**Cells colored by class**

Drawn at 3 px/micron.
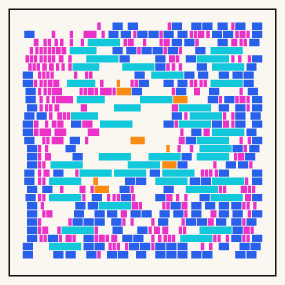
**Ports around the boundary**

Drawn at 4 px/micron. Pins as bars across the die edge, other pins in gray.
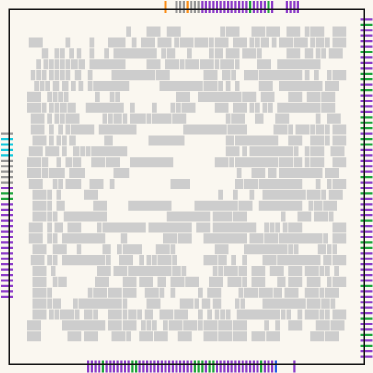
**The clock network**

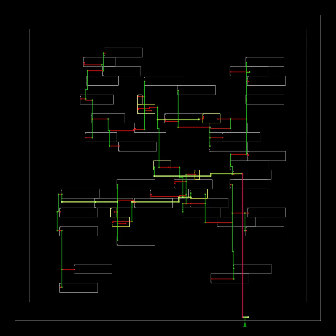
$ cat src/rtl/axis_rr_arbiter_if.sv
// AXI-Stream bundle for the N:1 round-robin arbiter: NUM_CH flattened source lanes and one merged sink.
interface axis_rr_arbiter_if #(
  parameter int unsigned NUM_CH = 4,
  parameter int unsigned DATA_W = 32
);
  localparam int unsigned ID_W = (NUM_CH > 2) ? $clog2(NUM_CH) : 1;

  logic [NUM_CH*DATA_W-1:0] s_axis_tdata;
  logic [NUM_CH-1:0]        s_axis_tvalid;
  logic [NUM_CH-1:0]        s_axis_tready;
  logic [NUM_CH-1:0]        s_axis_tlast;
  logic [DATA_W-1:0]        m_axis_tdata;
  logic                     m_axis_tvalid;
  logic                     m_axis_tready;
  logic                     m_axis_tlast;
  logic [ID_W-1:0]          m_axis_tid;

  // Arbiter view: sinks the source lanes, sources the merged stream.
  modport slave (
    input  s_axis_tdata,
    input  s_axis_tvalid,
    output s_axis_tready,
    input  s_axis_tlast,
    output m_axis_tdata,
    output m_axis_tvalid,
    input  m_axis_tready,
    output m_axis_tlast,
    output m_axis_tid
  );

  // Environment view: drives the source lanes, consumes the merged stream.
  modport master (
    output s_axis_tdata,
    output s_axis_tvalid,
    input  s_axis_tready,
    output s_axis_tlast,
    input  m_axis_tdata,
    input  m_axis_tvalid,
    output m_axis_tready,
    input  m_axis_tlast,
    input  m_axis_tid
  );
endinterface

$ cat src/rtl/axis_rr_arbiter.sv
// Packet-locked round-robin AXI-Stream arbiter: NUM_CH sources merged into one
// registered output stream, tagged with the source channel index on tid.
module axis_rr_arbiter #(
  parameter int unsigned NUM_CH = 4,
  parameter int unsigned DATA_W = 32
) (
  input  logic             axis_aclk,
  input  logic             axis_aresetn,
  axis_rr_arbiter_if.slave axis
);
  localparam int unsigned ID_W = (NUM_CH > 2) ? $clog2(NUM_CH) : 1;

  typedef enum logic {
    ST_IDLE   = 1'b0,
    ST_LOCKED = 1'b1
  } state_e;

  state_e            state_q, state_d;
  logic [ID_W-1:0]   gnt_q, gnt_d;
  logic [ID_W-1:0]   last_gnt_q, last_gnt_d;
  logic              m_valid_q, m_valid_d;
  logic [DATA_W-1:0] m_data_q;
  logic              m_last_q;
  logic [ID_W-1:0]   m_id_q;

  logic [ID_W-1:0]   winner_c;
  logic              any_valid_c;
  logic              sel_valid_c;
  logic              sel_last_c;
  logic [DATA_W-1:0] sel_data_c;
  logic              pipe_free_c;
  logic              accept_c;
  logic [NUM_CH-1:0] s_ready_c;

  // Round-robin search starting one past the last granted channel; the
  // reverse scan lets the closest valid channel overwrite farther ones.
  always_comb begin
    logic [ID_W-1:0] idx;
    idx         = '0;
    winner_c    = last_gnt_q;
    any_valid_c = |axis.s_axis_tvalid;
    for (int unsigned k = NUM_CH; k > 0; k--) begin
      idx = ID_W'((32'(last_gnt_q) + k) % NUM_CH);
      if (axis.s_axis_tvalid[idx]) begin
        winner_c = idx;
      end
    end
  end

  // Select the granted lane's valid/last/data.
  always_comb begin
    sel_valid_c = 1'b0;
    sel_last_c  = 1'b0;
    sel_data_c  = '0;
    for (int unsigned i = 0; i < NUM_CH; i++) begin
      if (gnt_q == ID_W'(i)) begin
        sel_valid_c = axis.s_axis_tvalid[i];
        sel_last_c  = axis.s_axis_tlast[i];
        sel_data_c  = axis.s_axis_tdata[i*DATA_W +: DATA_W];
      end
    end
  end

  // The single output stage can take a beat when empty or draining this cycle.
  assign pipe_free_c = ~m_valid_q | axis.m_axis_tready;
  assign accept_c    = (state_q == ST_LOCKED) & sel_valid_c & pipe_free_c;

  // State register: arbitration state, grant pointers and output valid.
  always_ff @(posedge axis_aclk or negedge axis_aresetn) begin
    if (!axis_aresetn) begin
      state_q    <= ST_IDLE;
      gnt_q      <= '0;
      last_gnt_q <= ID_W'(NUM_CH - 1);
      m_valid_q  <= 1'b0;
    end else begin
      state_q    <= state_d;
      gnt_q      <= gnt_d;
      last_gnt_q <= last_gnt_d;
      m_valid_q  <= m_valid_d;
    end
  end

  // Next-state: grab a winner from IDLE, release the lock on an accepted tlast.
  always_comb begin
    state_d    = state_q;
    gnt_d      = gnt_q;
    last_gnt_d = last_gnt_q;
    m_valid_d  = m_valid_q;
    case (state_q)
      ST_IDLE: begin
        if (any_valid_c) begin
          state_d = ST_LOCKED;
          gnt_d   = winner_c;
        end
      end
      ST_LOCKED: begin
        if (accept_c && sel_last_c) begin
          state_d    = ST_IDLE;
          last_gnt_d = gnt_q;
        end
      end
      default: state_d = ST_IDLE;
    endcase
    if (accept_c) begin
      m_valid_d = 1'b1;
    end else if (m_valid_q && axis.m_axis_tready) begin
      m_valid_d = 1'b0;
    end
  end

  // Outputs: only the granted lane sees ready, and only while locked.
  always_comb begin
    s_ready_c = '0;
    for (int unsigned i = 0; i < NUM_CH; i++) begin
      s_ready_c[i] = (state_q == ST_LOCKED) && (gnt_q == ID_W'(i)) && pipe_free_c;
    end
  end

  // Output data stage; qualified by m_valid_q so it carries no reset.
  always_ff @(posedge axis_aclk) begin
    if (accept_c) begin
      m_data_q <= sel_data_c;
      m_last_q <= sel_last_c;
      m_id_q   <= gnt_q;
    end
  end

  assign axis.s_axis_tready = s_ready_c;
  assign axis.m_axis_tdata  = m_data_q;
  assign axis.m_axis_tvalid = m_valid_q;
  assign axis.m_axis_tlast  = m_last_q;
  assign axis.m_axis_tid    = m_id_q;
endmodule

$ cat src/flat_wrapper.sv
// flat-port wrapper written by rule: the top's interface ports become plain ports
module axis_rr_arbiter_flat 
#(
  parameter int unsigned NUM_CH = 4,
  parameter int unsigned DATA_W = 32
)
  (axis_aclk, axis_aresetn, axis_s_axis_tdata, axis_s_axis_tvalid, axis_s_axis_tready, axis_s_axis_tlast, axis_m_axis_tdata, axis_m_axis_tvalid, axis_m_axis_tready, axis_m_axis_tlast, axis_m_axis_tid);
  axis_rr_arbiter_if #(.NUM_CH(NUM_CH), .DATA_W(DATA_W)) axis_i ();
  input  logic axis_aclk;
  input  logic axis_aresetn;
  input wire logic [$bits(axis_i.s_axis_tdata)-1:0] axis_s_axis_tdata;
  input wire logic [$bits(axis_i.s_axis_tvalid)-1:0] axis_s_axis_tvalid;
  output wire logic [$bits(axis_i.s_axis_tready)-1:0] axis_s_axis_tready;
  input wire logic [$bits(axis_i.s_axis_tlast)-1:0] axis_s_axis_tlast;
  output wire logic [$bits(axis_i.m_axis_tdata)-1:0] axis_m_axis_tdata;
  output wire logic [$bits(axis_i.m_axis_tvalid)-1:0] axis_m_axis_tvalid;
  input wire logic [$bits(axis_i.m_axis_tready)-1:0] axis_m_axis_tready;
  output wire logic [$bits(axis_i.m_axis_tlast)-1:0] axis_m_axis_tlast;
  output wire logic [$bits(axis_i.m_axis_tid)-1:0] axis_m_axis_tid;
  assign axis_i.s_axis_tdata = axis_s_axis_tdata;
  assign axis_i.s_axis_tvalid = axis_s_axis_tvalid;
  assign axis_s_axis_tready = axis_i.s_axis_tready;
  assign axis_i.s_axis_tlast = axis_s_axis_tlast;
  assign axis_m_axis_tdata = axis_i.m_axis_tdata;
  assign axis_m_axis_tvalid = axis_i.m_axis_tvalid;
  assign axis_i.m_axis_tready = axis_m_axis_tready;
  assign axis_m_axis_tlast = axis_i.m_axis_tlast;
  assign axis_m_axis_tid = axis_i.m_axis_tid;
  axis_rr_arbiter #(.NUM_CH(NUM_CH), .DATA_W(DATA_W)) u_core (.axis_aclk(axis_aclk), .axis_aresetn(axis_aresetn), .axis(axis_i));
endmodule
$ cat config.mk
export PLATFORM = sky130hd
export DESIGN_NAME = axis_rr_arbiter_flat
export DESIGN_NICKNAME = d
export VERILOG_FILES = /design/src/rtl/axis_rr_arbiter_if.sv /design/src/rtl/axis_rr_arbiter.sv /design/src/flat_wrapper.sv
export SDC_FILE = /design/constraint.sdc
export NUM_CORES = 1
export LEC_CHECK = 0
export ABC_AREA = 1
export CORE_MARGIN = 4
export CORE_UTILIZATION = 37
export DETAILED_ROUTE_END_ITERATION = 8
export PLACE_DENSITY_LB_ADDON = 0.3
export SLEW_MARGIN = 10
export SYNTH_ARGS = -nofsm -noshare
export SYNTH_HDL_FRONTEND = slang
export SYNTH_SLANG_ARGS = --single-unit
export TNS_END_PERCENT = 100
$ cat constraint.sdc
create_clock -name axis_aclk -period 7.3 [get_ports axis_aclk]
set_clock_uncertainty 0.2 [all_clocks]
set_input_delay 1.46 -clock axis_aclk [delete_from_list [all_inputs] [get_ports axis_aclk]]
set_output_delay 1.46 -clock axis_aclk [all_outputs]
set_load 0.005 [all_outputs]
==> deck_impl_summary.md <==
Key Metrics from the Run

STA
  • Worst hold margin: 0.314 ns
  • # setup viols final: 0

Floorplan
  • Die area: 7810 sq um

Pwr
  • Pwr per Cell Area: 344 nW/um^2
  • Comb pwr share: 55.4%
  • Max power group: combinational cells

GRT
  • Global route total overflow: 0
  • Met1 usage: 24.3%
  • Vias in the first global route: 2807

Final layout
  • #MultiIn Comb: 232
  • Comb area: 1040 sq um
  • NumNets Final: 612
  • N_diodes: 0

Status
  • Outcome: finished clean

Place
  • Number of port buffers: 178
  • GPL Wtd Cong: 0.833

Synthesis
  • Top cell area share: 44.0%
  • Ys flops: 41

Critical path
  • CP Launch Type: input port
  • R2R Setup Slk: 4.48 ns

Detailed routing
  • Max layer used: met4

Clocking
  • CTS Root Cell: clkbuf_8
-- 'cells colored by class' (at the start) --
legend:
  cyan:
    class: flops
    cells: 41
    share_of_their_area: 29%
  magenta:
    class: combinational and other logic
    cells: 247
    share_of_their_area: 26%
  orange:
    class: clock drivers and dummy loads
    cells: 8
    share_of_their_area: 2.0%
  blue:
    class: other buffers and delay cells
    cells: 178
    share_of_their_area: 43%

-- 'ports around the boundary' (at the start) --
legend:
  purple:
    port: axis_s_axis_tdata
    pins: 128
    direction: input
    edge: 44 right, 43 bottom, 22 top, 19 left
  blue:
    port: axis_aclk
    pins: 1
    direction: input
    edge: bottom
  cyan:
    port: axis_s_axis_tvalid
    pins: 4
    direction: input
    edge: left
  green:
    port: axis_m_axis_tdata
    pins: 32
    direction: output
    edge: 19 right, 9 bottom, 2 top, 2 left
  orange:
    port: axis_m_axis_tid
    pins: 2
    direction: output
    edge: top
all pins by edge: 63 right, 53 bottom, 32 top, 31 left

-- 'the clock network' (at the start) --
Clock Sinks: 41
clock buffer count: 5
clk_lat worst skew: 0.28 ns
Clk. pwr: 0.000139 W
CTS buffer count: 5

Power is estimated from default activity; no workload was simulated.
